<file path="src/rtl/fifo_read_arbiter.sv">
// Read side of the per-class transaction FIFOs: round-robin pops from two sources
// and pushes each word into one downstream FIFO, two cycles after its pop.
module fifo_read_arbiter #(
    parameter int DATA_W  = 10,
    parameter int STATE_W = 4
) (
    input  logic              clk,
    input  logic              reset_L,
    input  logic              init,
    input  logic              empty0,
    input  logic              empty1,
    input  logic [DATA_W-1:0] data_in0,
    input  logic [DATA_W-1:0] data_in1,
    input  logic              almost_full_out,
    output logic              pop0,
    output logic              pop1,
    output logic              push_out,
    output logic [DATA_W-1:0] data_out,
    output logic [STATE_W-1:0] state,
    output logic              idle
);

    // Handshake: pop0/pop1 are single-cycle strobes taken by the source FIFO on the
    // same edge, with read data valid one cycle later; push_out is a single-cycle
    // strobe with data_out, and the only back-pressure is almost_full_out.
    typedef enum logic [3:0] {
        ST_RESET  = 4'b0001,
        ST_INIT   = 4'b0010,
        ST_IDLE   = 4'b0100,
        ST_ACTIVE = 4'b1000
    } state_e;

    state_e            state_q, state_d;
    logic              idle_q;
    logic              last_grant_q;
    logic              v1_q;
    logic              src1_q;
    logic              push_q;
    logic [DATA_W-1:0] data_q;

    logic can_pop;
    logic pop_any;
    logic grant1;
    logic in_flight;

    always_comb begin
        can_pop = (state_q == ST_ACTIVE) && !almost_full_out && !init;
        // Round-robin only matters when both sources have data.
        if (!empty0 && !empty1) begin
            grant1 = !last_grant_q;
        end else begin
            grant1 = empty0;
        end
        pop_any   = can_pop && !(empty0 && empty1);
        in_flight = v1_q || push_q;
    end

    assign pop0     = pop_any && !grant1;
    assign pop1     = pop_any && grant1;
    assign push_out = push_q;
    assign data_out = data_q;
    assign state    = STATE_W'(state_q);
    assign idle     = idle_q;

    always_comb begin
        state_d = state_q;
        case (state_q)
            ST_RESET: state_d = ST_INIT;
            ST_INIT: begin
                if (!init) state_d = ST_IDLE;
            end
            ST_IDLE: begin
                if (init) begin
                    state_d = ST_INIT;
                end else if (!empty0 || !empty1) begin
                    state_d = ST_ACTIVE;
                end
            end
            ST_ACTIVE: begin
                // init stops new pops but words already popped still get pushed.
                if (init) begin
                    if (!in_flight) state_d = ST_INIT;
                end else if (empty0 && empty1 && !in_flight) begin
                    state_d = ST_IDLE;
                end
            end
            default: state_d = ST_RESET;
        endcase
    end

    always_ff @(posedge clk) begin
        if (!reset_L) begin
            state_q      <= ST_RESET;
            idle_q       <= 1'b0;
            last_grant_q <= 1'b1;
            v1_q         <= 1'b0;
            src1_q       <= 1'b0;
            push_q       <= 1'b0;
            data_q       <= '0;
        end else begin
            state_q <= state_d;
            idle_q  <= (state_d == ST_IDLE);
            if (pop_any) begin
                last_grant_q <= grant1;
            end
            v1_q   <= pop_any;
            src1_q <= grant1;
            push_q <= v1_q;
            if (v1_q) begin
                data_q <= src1_q ? data_in1 : data_in0;
            end
        end
    end

endmodule

</file>
<file path="config.mk">
export PLATFORM = sky130hd
export DESIGN_NAME = fifo_read_arbiter
export DESIGN_NICKNAME = d
export VERILOG_FILES = /design/src/rtl/fifo_read_arbiter.sv
export SDC_FILE = /design/constraint.sdc
export NUM_CORES = 1
export LEC_CHECK = 0
export CAP_MARGIN = 40
export CORE_ASPECT_RATIO = 1.2
export CORE_UTILIZATION = 32
export CTS_CLUSTER_DIAMETER = 100
export DETAILED_ROUTE_END_ITERATION = 6
export PLACE_DENSITY = 0.65
export SYNTH_ARGS = -nofsm -noshare
export SYNTH_HDL_FRONTEND = slang
export SYNTH_SLANG_ARGS = --single-unit
</file>
<file path="constraint.sdc">
create_clock -name clk -period 3.1 [get_ports clk]
set_input_delay 0.31 -clock clk [delete_from_list [all_inputs] [get_ports clk]]
set_output_delay 0.31 -clock clk [all_outputs]
set_load 0.01 [all_outputs]
</file>
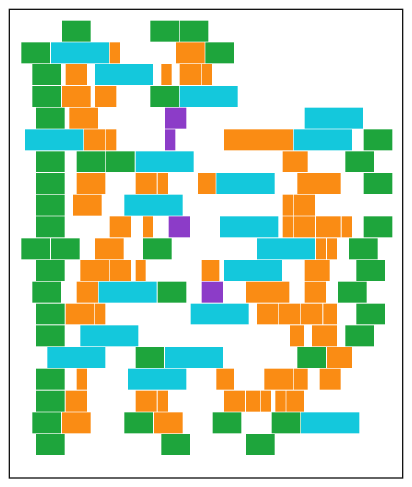
*Placed cells, one color a class, run 1*
Drawn at 8 px/um.
registers -> cyan  # cells 19
remaining buffers and delay cells -> green  # cells 43
remaining logic cells -> orange  # cells 62
clock drivers and dummy loads -> purple  # cells 4

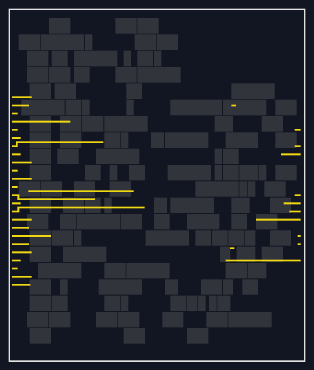
*Met3 routing, run 1*
Drawn at 6 px/um.
wire length on this layer = 151 um
main direction = horizontal

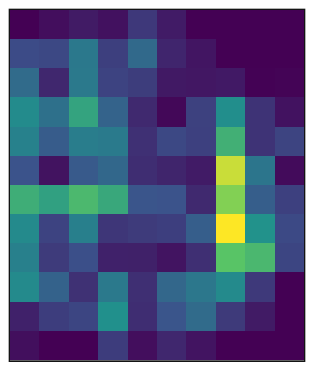
*Signal metal coverage by tile, run 1*
Drawn at 6 px/um. The die is cut into 10 by 12 equal tiles; dark purple is low, yellow is high, scaled to the fullest tile. Values are wire area over tile area, all layers added.
fullest tile = 0.48
mean over tiles = 0.11
nearly empty tiles = 14%
emptiest ninth of the die = top right
tiles over half the peak = 10%

## run 1: synthesized netlist by cell type
| master | number |
|---|---|
| clkbuf_1 | 2 |
| nand2b_1 | 1 |
| nor4b_2 | 2 |
| a2111oi_0 | 2 |
| nand3_1 | 1 |
| a31oi_1 | 1 |
| and2_1 | 2 |
| o2111ai_1 | 1 |
| o211ai_1 | 1 |
| buf_2 | 1 |
| a32oi_1 | 1 |
| buf_1 | 1 |
| and4b_1 | 1 |
| and2b_1 | 1 |
| o21ai_1 | 1 |
| nor3_1 | 1 |
| dfxtp_1 | 19 |
| a21oi_1 | 1 |
| o21bai_1 | 1 |
| o31ai_1 | 1 |
| nor2_1 | 12 |
| xor2_1 | 1 |
| mux2i_1 | 10 |
| nor4b_4 | 1 |
| nand2_1 | 1 |
| nor3b_1 | 1 |
| a211oi_1 | 13 |
| inv_1 | 4 |
## run 1: sequential cells by signal, indices dropped and copies added, names as in the netlist
| register | flops |
|---|---|
| v1_q | 1 |
| idle | 1 |
| state | 4 |
| data_out | 10 |
| src1_q | 1 |
| push_out | 1 |
| last_grant_q | 1 |
## run 1: through the flow
| stage | cells | util | hold slack [ns] |
|---|---|---|---|
| 4_1_cts | 161 | 0.526 | 0.493 |
| 2_1_floorplan | 85 | - | 0.384 |
| 3_5_place_dp | 157 | 0.516 | 0.479 |
| 3_3_place_gp | 157 | 0.516 | 0.473 |
| 6_report | 161 | 0.526 | 0.491 |
| 5_1_grt | 161 | 0.526 | 0.512 |
## run 1: cell usage in the layout, fill, tap and decap left out, types with 2 or more instances in the layout
cell	instances
and2_1	2
mux2i_1	10
clkbuf_4	3
inv_1	4
a211oi_1	13
a2111oi_0	2
dfxtp_1	19
clkdlybuf4s50_1	43
nor2_1	12
nor4b_2	2
## run 1: final timing paths
path	endpoint	from	cells after the start
hold / removal	data_out[5]	data_out[5]	2
hold reg to reg	data_out[5]	data_out[5]	2
setup reg to reg	idle	v1_q	3
setup / recovery	pop1	init	5
## run 1: worst reg2reg max path, cell delays in order (launching register included)
cell	delay (ns)
dfxtp_1	0.56
nor4b_2	0.44
o2111ai_1	0.17
a2111oi_0	0.62
## run 1: cells by family (layout without fill, tap and decap cells)
family                 count (synthesis)  after routing  share of synthesized area
flip-flops                            19             19                      0.448
multiplexers                          10             10                      0.118
buffers and inverters                  8             51                     0.0369
XOR/XNOR                               1              1                     0.0103
AND-OR/OR-AND                         23             23                      0.202
AND/OR/NAND/NOR                       24             24                      0.184
## run 1: routing by layer
metal | up-vias | GRT usage
li1 | 404 | -
met1 | 362 | 0.172
met2 | 36 | 0.264
met3 | 4 | 0.0491
met4 | 0 | 0.105
met5 | - | 0
## run 1: cell type report
cell class / count / area share
Multi-Input combinational cell: 58 / 0.328
Timing Repair Buffer: 43 / 0.324
Sequential cell: 19 / 0.286
Tap cell: 33 / 0.0310
Clock buffer: 4 / 0.0198
Inverter: 4 / 0.0113
## run 1: where the power goes
part	internal [uW]	total, uW	leakage [uW]	switching (uW)
clock network	50.0	123	0.0000150	73.0
registers	254	275	0.000154	21.3
logic	67.3	110	0.000273	42.7
total	371	508	0.000442	137
==> results.txt, run 1 <==
run metrics: Area leader share=0.448, DR WL met2=909 um, Critical Path RT=2.79 ns, largest net degree at the start of global routing=24, Die Span Y=58.4 um, PD cells=382 mW/mm2, Worst VDD drop=250 uV, # IOs=44, Final Cycle Share=0.740, Syn Area/Cell=9.98 um2, max-capacitance violation count=0, pre-CTS setup slack=0.824 ns, post-cts repair resize count=0, CP max-delay cell=clkdlybuf4s50_1, Critical Path End Type=output pin, Die W=49 um, Max FO, Critical Path=5, Slew Limit Headroom=0.514, startpoint types=input pin, TritonRoute pass-1 iters=3, crit path cell chain=clkdlybuf4s50_1 > a21oi_1 > nand2_1 > nor3b_1 > clkdlybuf4s50_1, first-pass GRT wire length=3390 um, unrepaired setup endpoints after global routing=no, outcome=complete, no violations, CTS clk-pin slew, worst paths=0.10 ns, CTS Buf Count=3, H-tree depth=1, tool warnings=26, total global-route track usage=0.157, max incr delay on CP=0.56 ns, placed instance area=0.00130 mm2, Routed wire per std cell=12.3 um, GP Congestion=0.802, worst path arrival time=1.98 ns, number of filler cells placed in the layout=239, Synth flops=19, CTS Root Cell=clkbuf_4, Netlist cell types=28, area reported by Yosys stat=848 um2, final setup vio count=0, TNS Setup=0 ns, fraction of layout cells with a size suffix above 1=0.0469, Cell Area, Synth=848 um2, worst setup margin=0.807 ns, nets@finish=155, post-CTS setup repair buffer count=0, ys cells=85, CP bufs+invs=2, syn nets=111, Max Root-Sink Buffers=2, Rows=20, Sink Count=19, Pins Over Slew Limit=0, combinational gate area=437 um2, clk latency late pin=0.29 ns, CORE AREA=0.00253 mm2, Vias=806, met3 wire length=151 um, leakage power=0.000442 uW, Area growth syn-to-layout=56.8%, Metal-1 WL=876 um, family with the most delay on the worst path=buffers and inverters, initial antenna violation count=0, R2R setup slack=1.17 ns, Fin. Hold Viols=0, register area=380 um2, chip footprint=0.00286 mm2, Yosys warning total=0, initial DRC count=3, vias in the first global route=797, kind of critical path=input pin to output pin, Synth Instances=85, clock skew=0.00613 ns, Least-Margin Pin Slew=0.728 ns, most frequent CP cell=clkdlybuf4s50_1, f_max=0.436 GHz, via/cell ratio=5.01, post-DP HPWL=1510 um, grt ovf=0, Worst Hold Class=flop to flop, final wirelength=1980 um, hold-fix buffers at CTS=0, Buffers on Ports=43, CTS tree=done, DRC viols=0, Floorplan Utilization=0.336, highest metal used=met4, Antenna Cells=0, total chip power=508 uW, min cycle time layout=2.29 ns, Cell area leaders=dfxtp_1 45%, mux2i_1 12%, a211oi_1 12%, nor2_1 5.3%, nor4b_2 3.5%, largest area contributor in the netlist=dfxtp_1, Final ANT Viol Nets=0, final instance area=0.00133 mm2, Post-synth seq share=0.448
--- run 2 (diff from run 1) ---
PLACE_DENSITY = 0.68   (was 0.65)
clock period = 2.1 ns   (was 3.1 ns; I/O delays follow)
==> run 2 against run 1 <==
Sequential cell count stayed put. Clock-buffer cell count stayed put. Largest cell class is now buffers. Cell area is 2.4% higher. Critical path type is now flop to output pin. Sequential share of layout area is 0.47 points lower. Clock skew is 0.0037 ns lower. Critical endpoint is now pop0. Utilization is 1.2 points higher. First-iteration DRC count went up to 3.0 times the previous value. Total power is 47% higher. Die size stayed put. Global-route usage is 0.18 points higher. Synthesized cell count stayed put.
==> results.txt, run 2 <==
run metrics: outcome=complete, no violations, Yosys warning total=0, tool warnings=26, grt met3 use=0.0491, syn nets=111, largest area contributor in the netlist=dfxtp_1, Slew Limit Headroom=0.622, chip footprint=0.00286 mm2, Syn Area/Cell=9.98 um2, Worst Hold Path Cells=2, min cycle time layout=1.98 ns, Synth flops=19, Area growth syn-to-layout=60.5%, Commonest cells post-synth=19 x dfxtp_1, 13 x a211oi_1, 12 x nor2_1, worst path arrival time=1.77 ns, PD cells=549 mW/mm2, asr flop ratio synth=0, unrepaired setup endpoints after global routing=no, EDFF count, synth=0, global route hottest layer=met2, Worst VDD drop=297 uV, Pins Over Slew Limit=0, routing usage on met2=0.286, Critical Path End Type=output pin, Fin. Hold Viols=0, TritonRoute pass-1 iters=2, Final ANT Viol Nets=0, CTS clk-pin slew, worst paths=0.10 ns, f_max=0.504 GHz, clk latency late pin=0.28 ns, Cell Area, Synth=848 um2, startpoint types=flop, leakage power=0.000468 uW, ys cells=85, nets@finish=159, Sink Count=19, kind of critical path=flop to output pin, Area leader share=0.448, Reg-to-Reg Start=state[2], max-capacitance violation count=0, via/cell ratio=4.84, Yosys top cell by instances=dfxtp_1, most numerous logic cell after layout=clkdlybuf4s50_1, R2R setup slack=0.53 ns, post-DP HPWL=1440 um, combinational gate area=437 um2, # IOs=44, worst reg2reg endpoint=idle, largest net degree at the start of global routing=23, clock skew=0.00245 ns, Critical Path RT=1.89 ns, reg2reg path depth=4, first-pass GRT wire length=3500 um, Synth Instances=85, GP Congestion=0.727, Least-Margin Pin Slew=0.563 ns, H-tree depth=1, CTS tree=done, Final Cycle Share=0.945, Cell area leaders=dfxtp_1 45%, mux2i_1 12%, a211oi_1 12%, nor2_1 5.3%, nor4b_2 3.5%, Commonest flop=dfxtp_1, WHS=0.491 ns, hold-fix buffers at CTS=0, met1 Use GR=0.171, final setup vio count=0, Max FO, Critical Path=7, fraction of layout cells with a size suffix above 1=0.0909, DRC viols=0, area reported by Yosys stat=848 um2, max FFs per register=10, vias in the first global route=826, Post-synth seq share=0.448, Buffers on Ports=43, Min-Delay Endpoint=data_out[5], Worst Setup SP=state[2], final wirelength=1900 um, Antenna Cells=0, total global-route track usage=0.159, CTS Buf Count=3, Worst Hold Class=flop to flop, TNS Setup=0 ns, hold path start=data_out[5], grt ovf=0, Die W=49 um, Netlist cell types=28, most common logic cells in the final layout=42 x clkdlybuf4s50_1, 17 x dfxtp_1, 13 x a211oi_1, 12 x nor2_1, 10 x mux2i_1, Vias=798, register area=383 um2, CTS Root Cell=clkbuf_4, initial DRC count=9, initial antenna violation count=0, Die Span Y=58.4 um, Max Root-Sink Buffers=2, CORE AREA=0.00253 mm2, number of filler cells placed in the layout=232, Floorplan Utilization=0.336, Routed wire per std cell=11.5 um
[run 2: cell count changes in the layout (fill, tap and decap cells not counted)]
cell	change
clkdlybuf4s50_1	-1
dfxtp_1	-2
buf_4	+4
dfxtp_2	+2
dlygate4sd2_1	+1
[run 2: critical path: stages (launching register included)]
cell and delay [ns]:
dfxtp_1 0.41, nor4b_4 0.28, and4b_1 0.25, clkdlybuf4s50_1 0.54
[run 2: worst max-delay path by stage]
stage / end / depth (start not counted)
6_report: pop0 / 3
5_1_grt: pop0 / 3
4_1_cts: pop0 / 3
3_5_place_dp: pop1 / 5
3_3_place_gp: pop1 / 5
2_1_floorplan: pop1 / 3
[run 2: through the flow]
stage / cell area, um2 / total power (uW) / std cells / worst slack [ns]
3_3_place_gp: 1330 / 573 / 160 / 0.147
2_1_floorplan: 848 / 484 / 85 / 0.732
4_1_cts: 1360 / 757 / 165 / 0.0472
6_report: 1360 / 748 / 165 / 0.116
5_1_grt: 1360 / 799 / 165 / 0.00919
3_5_place_dp: 1330 / 576 / 160 / 0.144
[run 2: where the power goes]
| group | internal (uW) | switching, uW | total (uW) |
|---|---|---|---|
| Clock | 73.7 | 104 | 178 |
| Combinational | 102 | 62.9 | 165 |
| Sequential | 376 | 28.9 | 405 |
| Total | 552 | 196 | 748 |
[run 2: final cells by class]
class                   instances  share of cell area
clock buffers                   4              0.0193
inverters                       4              0.0110
multi-input cells              58               0.321
flip-flops and latches         19               0.281
well taps                      33              0.0303
repair buffers                 47               0.337
[run 2: timing repair]
| action | in CTS | in global routing |
|---|---|---|
| resized | 1 | 2 |
| endpoints found under the setup margin | 2 | 2 |
| pin swaps | 1 | 0 |
| setup buffers | 1 | 0 |
| gates cloned | 0 | 0 |
[run 2: per-layer routing]
| layer | part of all wire | routed length [um] |
|---|---|---|
| met5 | 0 | 0 |
| met4 | 0.0090 | 17 |
| met3 | 0.093 | 177 |
| met2 | 0.49 | 931 |
| met1 | 0.41 | 768 |
[run 2: logic make-up (layout without fill, tap and decap cells)]
| kind of cell | count (synthesis) | in the layout | synth area share |
|---|---|---|---|
| AND-OR/OR-AND | 23 | 23 | 0.202 |
| XOR/XNOR | 1 | 1 | 0.0103 |
| buffers and inverters | 8 | 55 | 0.0369 |
| flip-flops | 19 | 19 | 0.448 |
| multiplexers | 10 | 10 | 0.118 |
| AND/OR/NAND/NOR | 24 | 24 | 0.184 |
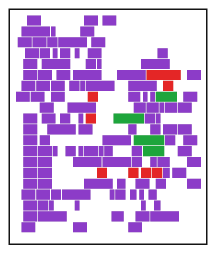
*Cells by drive strength, run 2*
Drawn at 4 px/um.
x1 and smaller -> purple  # cells 120, share 91%
x3 and x4 -> red  # cells 8, share 6.1%
x2 -> green  # cells 4, share 3.0%

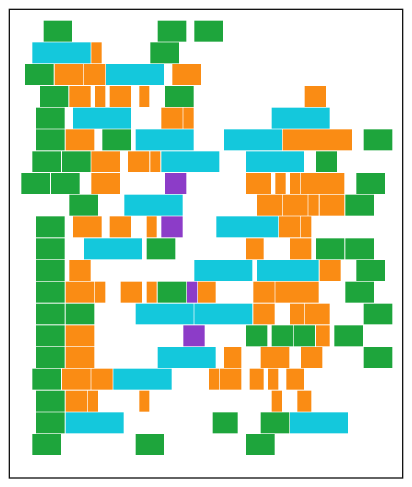
*Placed cells, one color a class, run 2*
Drawn at 8 px/um.
final instance area: 0.00136 mm2
Rows: 20
post-layout util: 0.539

--- run 3 (diff from run 2) ---
CTS_CLUSTER_DIAMETER = 60   (was 100)
==> run 3 against run 2 <==
Cell area unchanged. Die size stayed put. Maximum frequency did not move. Via count unchanged. Largest cell class unchanged. Highest routed layer unchanged.
==> results.txt, run 3 <==
run metrics: grt ovf=0, H-tree depth=1, Netlist cell types=28, TNS Setup=0 ns, min cycle time layout=1.98 ns, outcome=complete, no violations, final wirelength=1900 um, largest net degree at the start of global routing=23, initial antenna violation count=0, initial DRC count=9, R2R setup slack=0.53 ns, Rows=20, f_max=0.504 GHz, total global-route track usage=0.159, Worst VDD drop=297 uV, Max Root-Sink Buffers=2, GP Congestion=0.727, kind of critical path=flop to output pin, Pins Over Slew Limit=0, first-pass GRT wire length=3500 um, chip footprint=0.00286 mm2, Fin. Hold Viols=0, tool warnings=26, CTS clk-pin slew, worst paths=0.10 ns, PD cells=549 mW/mm2, TritonRoute pass-1 iters=2, reg2reg path depth=4, Min-Delay Endpoint=data_out[5], Commonest flop=dfxtp_1, startpoint types=flop, max FFs per register=10, Critical Path RT=1.89 ns, syn nets=111, # IOs=44, Yosys top cell by instances=dfxtp_1, Synth Instances=85, Routed wire per std cell=11.5 um, most common logic cells in the final layout=42 x clkdlybuf4s50_1, 17 x dfxtp_1, 13 x a211oi_1, 12 x nor2_1, 10 x mux2i_1, highest metal used=met4, hold path start=data_out[5], met3 wire length=177 um, Area leader share=0.448, vias in the first global route=826, Cell area leaders=dfxtp_1 45%, mux2i_1 12%, a211oi_1 12%, nor2_1 5.3%, nor4b_2 3.5%, Commonest cells post-synth=19 x dfxtp_1, 13 x a211oi_1, 12 x nor2_1, via/cell ratio=4.84, Reg-to-Reg Start=state[2], ys cells=85, nets@finish=159, Metal-1 WL=768 um, Post-synth seq share=0.448, CORE AREA=0.00253 mm2, combinational gate area=437 um2, Least-Margin Pin Slew=0.563 ns, max incr delay on CP=0.54 ns, Final ANT Viol Nets=0, Yosys warning total=0, CTS tree=done, Die Span Y=58.4 um, clk latency late pin=0.28 ns, most numerous logic cell after layout=clkdlybuf4s50_1, Worst Setup SP=state[2], asr flop ratio synth=0, pre-CTS setup slack=0.144 ns, hold-fix buffers at CTS=0, DR WL met2=931 um, number of filler cells placed in the layout=232, final setup vio count=0, CTS Root Cell=clkbuf_4, DRC viols=0, Final Cycle Share=0.945, worst reg2reg endpoint=idle, WHS=0.491 ns, Floorplan Utilization=0.336, fraction of layout cells with a size suffix above 1=0.0909, area reported by Yosys stat=848 um2, Buffers on Ports=43, leakage power=0.000468 uW, Syn Area/Cell=9.98 um2, post-DP HPWL=1440 um, register area=383 um2, Critical Path End Type=output pin, Synth flops=19, EDFF count, synth=0, Cell Area, Synth=848 um2, unrepaired setup endpoints after global routing=no, worst path arrival time=1.77 ns, crit path cell chain=nor4b_4 > and4b_1 > clkdlybuf4s50_1, max-capacitance violation count=0, Antenna Cells=0
run 3: cell type report:
class | count | share of cell area
inverters | 4 | 0.0110
flip-flops and latches | 19 | 0.281
well taps | 33 | 0.0303
repair buffers | 47 | 0.337
multi-input cells | 58 | 0.321
clock buffers | 4 | 0.0193
run 3: cell families after synthesis:
| logic type | Yosys count | share of synthesized area |
|---|---|---|
| buffers and inverters | 8 | 0.0369 |
| muxes | 10 | 0.118 |
| AOI/OAI and AO/OA | 23 | 0.202 |
| xor gates and xnor gates | 1 | 0.0103 |
| DFF | 19 | 0.448 |
| and+or+nand+nor | 24 | 0.184 |
run 3: stage by stage:
step,instance area [um2],cells,utilization,total power (uW)
4_1_cts,1360,165,0.538,757
2_1_floorplan,848,85,-,484
3_5_place_dp,1330,160,0.525,576
3_3_place_gp,1330,160,0.525,573
5_1_grt,1360,165,0.539,799
6_report,1360,165,0.539,748
run 3: metal layers:
layer,up-vias,global-route usage
met3,2,0.0491
li1,414,-
met4,0,0.0756
met2,38,0.286
met5,-,0
met1,344,0.171
run 3: worst max-delay path by stage:
stage                     endpoint  cells after the start
final                         pop0                      3
after CTS                     pop0                      3
after detailed placement      pop1                      5
after global placement        pop1                      5
after global routing          pop0                      3
after floorplan               pop1                      3
run 3: worst max-delay path, delay by kind of cell, from the launching register on:
family | cells | cell delay, ns
AND/OR/NAND/NOR | 2 | 0.53
buffers and inverters | 1 | 0.54
flip-flops | 1 | 0.41
run 3: where the power goes:
group	switching [uW]	internal (uW)	leakage, uW
logic	62.9	102	0.000298
clock network	104	73.7	0.0000150
registers	28.9	376	0.000154
total	196	552	0.000468
run 3: timing repair:
action	CTS	global route
pin swaps	1	0
resized	1	2
buffers inserted	1	0
endpoints found under the setup margin	2	2
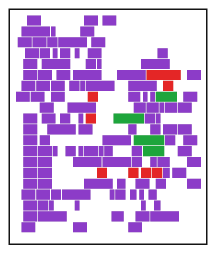
*Cells by drive strength, run 3*
Drawn at 4 px/um.
Area growth syn-to-layout: 60.5%
worst setup margin: 0.116 ns

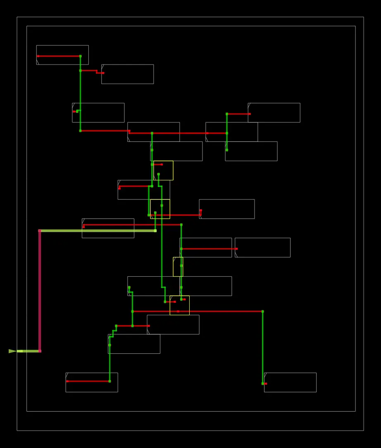
*Clock routing, run 3*
CTS Buf Count: 3
# clk buffers: 4
clock skew: 0.00245 ns
Sink Count: 19
clock network power: 178 uW

Power and IR drop assume default switching activity.
